[config.mk]
export PLATFORM = sky130hd
export DESIGN_NAME = wire_use
export DESIGN_NICKNAME = d
export VERILOG_FILES = /design/src/rtl/wire_use.sv
export SDC_FILE = /design/constraint.sdc
export NUM_CORES = 1
export LEC_CHECK = 0
export ABC_CLOCK_PERIOD_IN_PS = 2200
export CAP_MARGIN = 25
export CORE_AREA = 2 2 39 41
export DETAILED_ROUTE_END_ITERATION = 10
export DIE_AREA = 0 0 41 43
export HOLD_SLACK_MARGIN = 0.02
export PLACE_DENSITY = 0.78
export RECOVER_POWER = 25
export SLEW_MARGIN = 20
export SYNTH_ARGS = -nofsm -noshare
export SYNTH_HDL_FRONTEND = slang
export SYNTH_SLANG_ARGS = --single-unit
[constraint.sdc]
create_clock -name clk_i -period 2.2 [get_ports clk_i]
set_clock_uncertainty 0.1 [all_clocks]
set_input_delay 0.33 -clock clk_i [delete_from_list [all_inputs] [get_ports clk_i]]
set_output_delay 0.33 -clock clk_i [all_outputs]
set_load 0.03 [all_outputs]
[src/rtl/wire_use.sv]
// Registered AND-OR gate E = (A & B) | D with optional input register,
// a one-cycle rising-edge pulse on the registered result and a saturating edge counter.
module wire_use #(
    parameter int unsigned CNT_W     = 8,
    parameter bit          INPUT_REG = 1'b0
) (
    input  logic             clk_i,
    input  logic             rst_i,
    input  logic             A_i,
    input  logic             B_i,
    input  logic             D_i,
    output logic             E_o,
    output logic             E_comb_o,
    output logic             E_rise_o,
    output logic [CNT_W-1:0] E_cnt_o
);

    localparam logic [CNT_W-1:0] CNT_MAX = {CNT_W{1'b1}};

    // Logic-stage operands: either the raw inputs or their registered copies.
    logic a_s;
    logic b_s;
    logic d_s;

    generate
        if (INPUT_REG) begin : g_in_reg
            logic a_q;
            logic b_q;
            logic d_q;

            // NOTE: sequential state uses non-blocking assignments, and the reset
            // is synchronous, so it lives inside the clocked block, not the sensitivity list.
            always_ff @(posedge clk_i) begin
                if (rst_i) begin
                    a_q <= 1'b0;
                    b_q <= 1'b0;
                    d_q <= 1'b0;
                end else begin
                    a_q <= A_i;
                    b_q <= B_i;
                    d_q <= D_i;
                end
            end

            assign a_s = a_q;
            assign b_s = b_q;
            assign d_s = d_q;
        end else begin : g_in_direct
            assign a_s = A_i;
            assign b_s = B_i;
            assign d_s = D_i;
        end
    endgenerate

    logic c;
    logic e_next;

    assign c        = a_s & b_s;
    assign e_next   = c | d_s;
    assign E_comb_o = e_next;

    logic             e_q;
    logic             e_d;
    logic             rise_q;
    logic             rise_d;
    logic [CNT_W-1:0] cnt_q;
    logic [CNT_W-1:0] cnt_d;

    // The edge pulse is registered alongside E, so it is high in the very
    // cycle E_o first reads 1; the counter advances on that same edge.
    always_comb begin
        // NOTE: every next-state signal gets a default first so no path can infer a latch.
        e_d    = e_next;
        rise_d = e_next & ~e_q;
        cnt_d  = cnt_q;
        if (rise_d && (cnt_q != CNT_MAX)) begin
            cnt_d = cnt_q + CNT_W'(1);
        end
    end

    always_ff @(posedge clk_i) begin
        if (rst_i) begin
            e_q    <= 1'b0;
            rise_q <= 1'b0;
            cnt_q  <= '0;
        end else begin
            e_q    <= e_d;
            rise_q <= rise_d;
            cnt_q  <= cnt_d;
        end
    end

    assign E_o      = e_q;
    assign E_rise_o = rise_q;
    assign E_cnt_o  = cnt_q;

endmodule

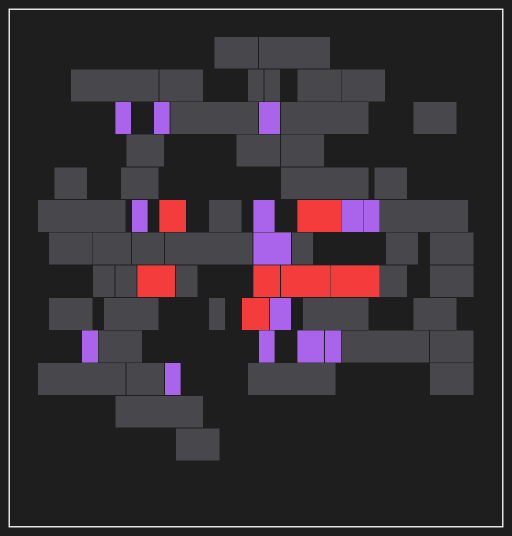
*Gate-type map*
Drawn at 12 px/um.
[red] AND and OR gates | cells: 7 | where: centre
[purple] NOR gates | cells: 14

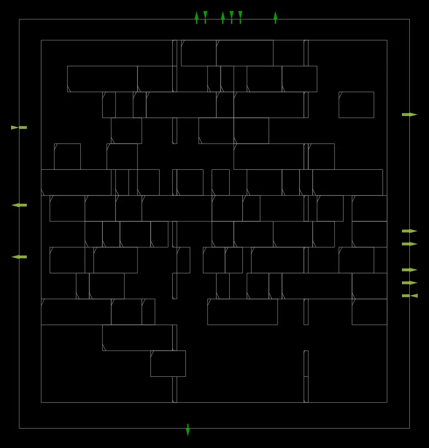
*Cell placement*
Taps Inserted: 16
non-filler cells, final: 84
Fillers: 128

==> results_slide.txt <==
Physical Implementation Snapshot

Outcome
  – Status: finished, final reports clean

Synthesis
  – Ao+oa area frac: 19.7%
  – Post-Synthesis Cells: 49
  – Area leader, netlist: dfxtp_1
  – Ys flops: 10
  – Count leader, synth: dfxtp_1
  – Yosys xor share: 3.49%
  – Chip Area, Yosys: 502 um^2
  – Number of enable flip-flop cells: 0
  – Synth warn: 0
  – Ys flop type: dfxtp_1
  – Asr flop ratio synth: 0%
  – Adder share: 2.49%
  – Yosys simple share: 27.9%
  – Ys cells: 49
  – Mux share: 4.99%
  – Syn Nets: 55
  – Commonest cells post-synth: dfxtp_1 (10), nor2_1 (8), nor3_1 (4)
  – Mean Syn Cell Area: 10.2 um^2
  – Seq share, synth: 39.9%

Power and ir drop
  – Int Pwr: 0.283 mW
  – Peak supply drop: 0.000461 V
  – Combinational power share: 17.5%
  – Power per cell area: 567 nW/um^2
  – Static leakage: 0.247 nW
  – Max power group: registers
  – Seq. pwr: 0.197 mW
  – Switching power total: 0.102 mW
  – Sequential power share: 51.2%
  – Sw frac: 26.5%

Placement
  – Routability cong.: 0.689
  – Port Buf Inserts: 15
  – Pre-CTS setup slack: 141 ps
  – Dpl cells: 81

Detailed routing
  – DR iter-0 viols: 4
  – DRC errors left: 0
  – Drt total wl: 906 um
  – Vias post-DR: 433
  – First-pass DRT Iterations: 3

Clocking
  – Clk ins delay skew pair: 260 ps
  – Bufs on Longest Clock Path: 2
  – Clock H-tree levels: 1
  – Resized cells post-CTS: 0
  – CTS Buf Count: 3
  – CTS Root Cell: clkbuf_4
  – CTS hold repair buffers: 0
  – Clk slew on worst S/H paths: 60 ps
  – CTS tree: built
  – Setup bufs post-CTS: 0

Global routing
  – Vias in the first global route: 346
  – Grt total ovfl: 0
  – Initial antenna violation count: 0

Final timing
  – Final Critical Period: 2050 ps
  – Fmax: 0.488 GHz
  – Worst slew pin tran: 484 ps
  – RSZ-0062 raised after global routing: no
  – Final Setup Violations: 0
  – Slew HR: 66.9%
  – Cycle use final: 93.1%

Setup path
  – Setup crit end: E_comb_o
  – Worst Path Required: 1770 ps
  – R2r endpoint: E_cnt_o[3]
  – R2R cell count: 5
  – Reg2reg start: E_cnt_o[0]
  – Crit-path max FO: 2
  – Crit start category: primary input

Floorplanning
  – Num ports: 16
  – Die Y: 43 um
  – Chip width: 41 um
  – Init Core Util: 36.3%
  – Core Box Area: 1380 um^2
  – Row count: 14

Finish
  – Multi-input logic area: 275 um^2
  – Number of clock-tree buffers in the layout: 3
  – Commonest non-fill, non-tap cell in the layout: clkdlybuf4s50_1
  – Non-clock buffers: 17
  – NonClk Buf Share: 23.2%
  – Area Overhead vs Synth: 35.4%
  – Design area: 679 um^2
  – Number of logic gates: 37
  – Reg area: 200 um^2
  – Fin nets: 76
  – Dominant kind of cell: multi-input combinational cells

Min path
  – Worst min-delay path startpoint: E_cnt_o[7]
  – Hold path depth: 2

Flow run
  – Log Warnings: 26
[through the flow]
stage | utilization, % | hold slack [ps]
6_report | 49.1 | 446
4_1_cts | 51.0 | 452
5_1_grt | 49.1 | 483
3_3_place_gp | 49.4 | 428
2_1_floorplan | - | 372
3_5_place_dp | 49.4 | 439
[state kept, by name, indices dropped and copies added (netlist names)]
name and cells:
E_o 1, E_cnt_o 8, E_rise_o 1
[metal layers]
layer / part of all wire (%) / GRT usage (%) / up-vias / wire (um)
li1: - / - / 222 / -
met5: 0 / 0 / - / 0
met4: 0.44 / 4.00 / 0 / 4
met2: 44 / 16.9 / 13 / 396
met1: 48 / 15.4 / 196 / 439
met3: 7.3 / 9.42 / 2 / 66
[critical path: stages]
cell,delay [ps]
clkdlybuf4s50_1,510
a21oi_4,70
inv_1,50
clkdlybuf4s50_1,660
Power figures rest on the tool's default switching activity, not on a simulated workload.
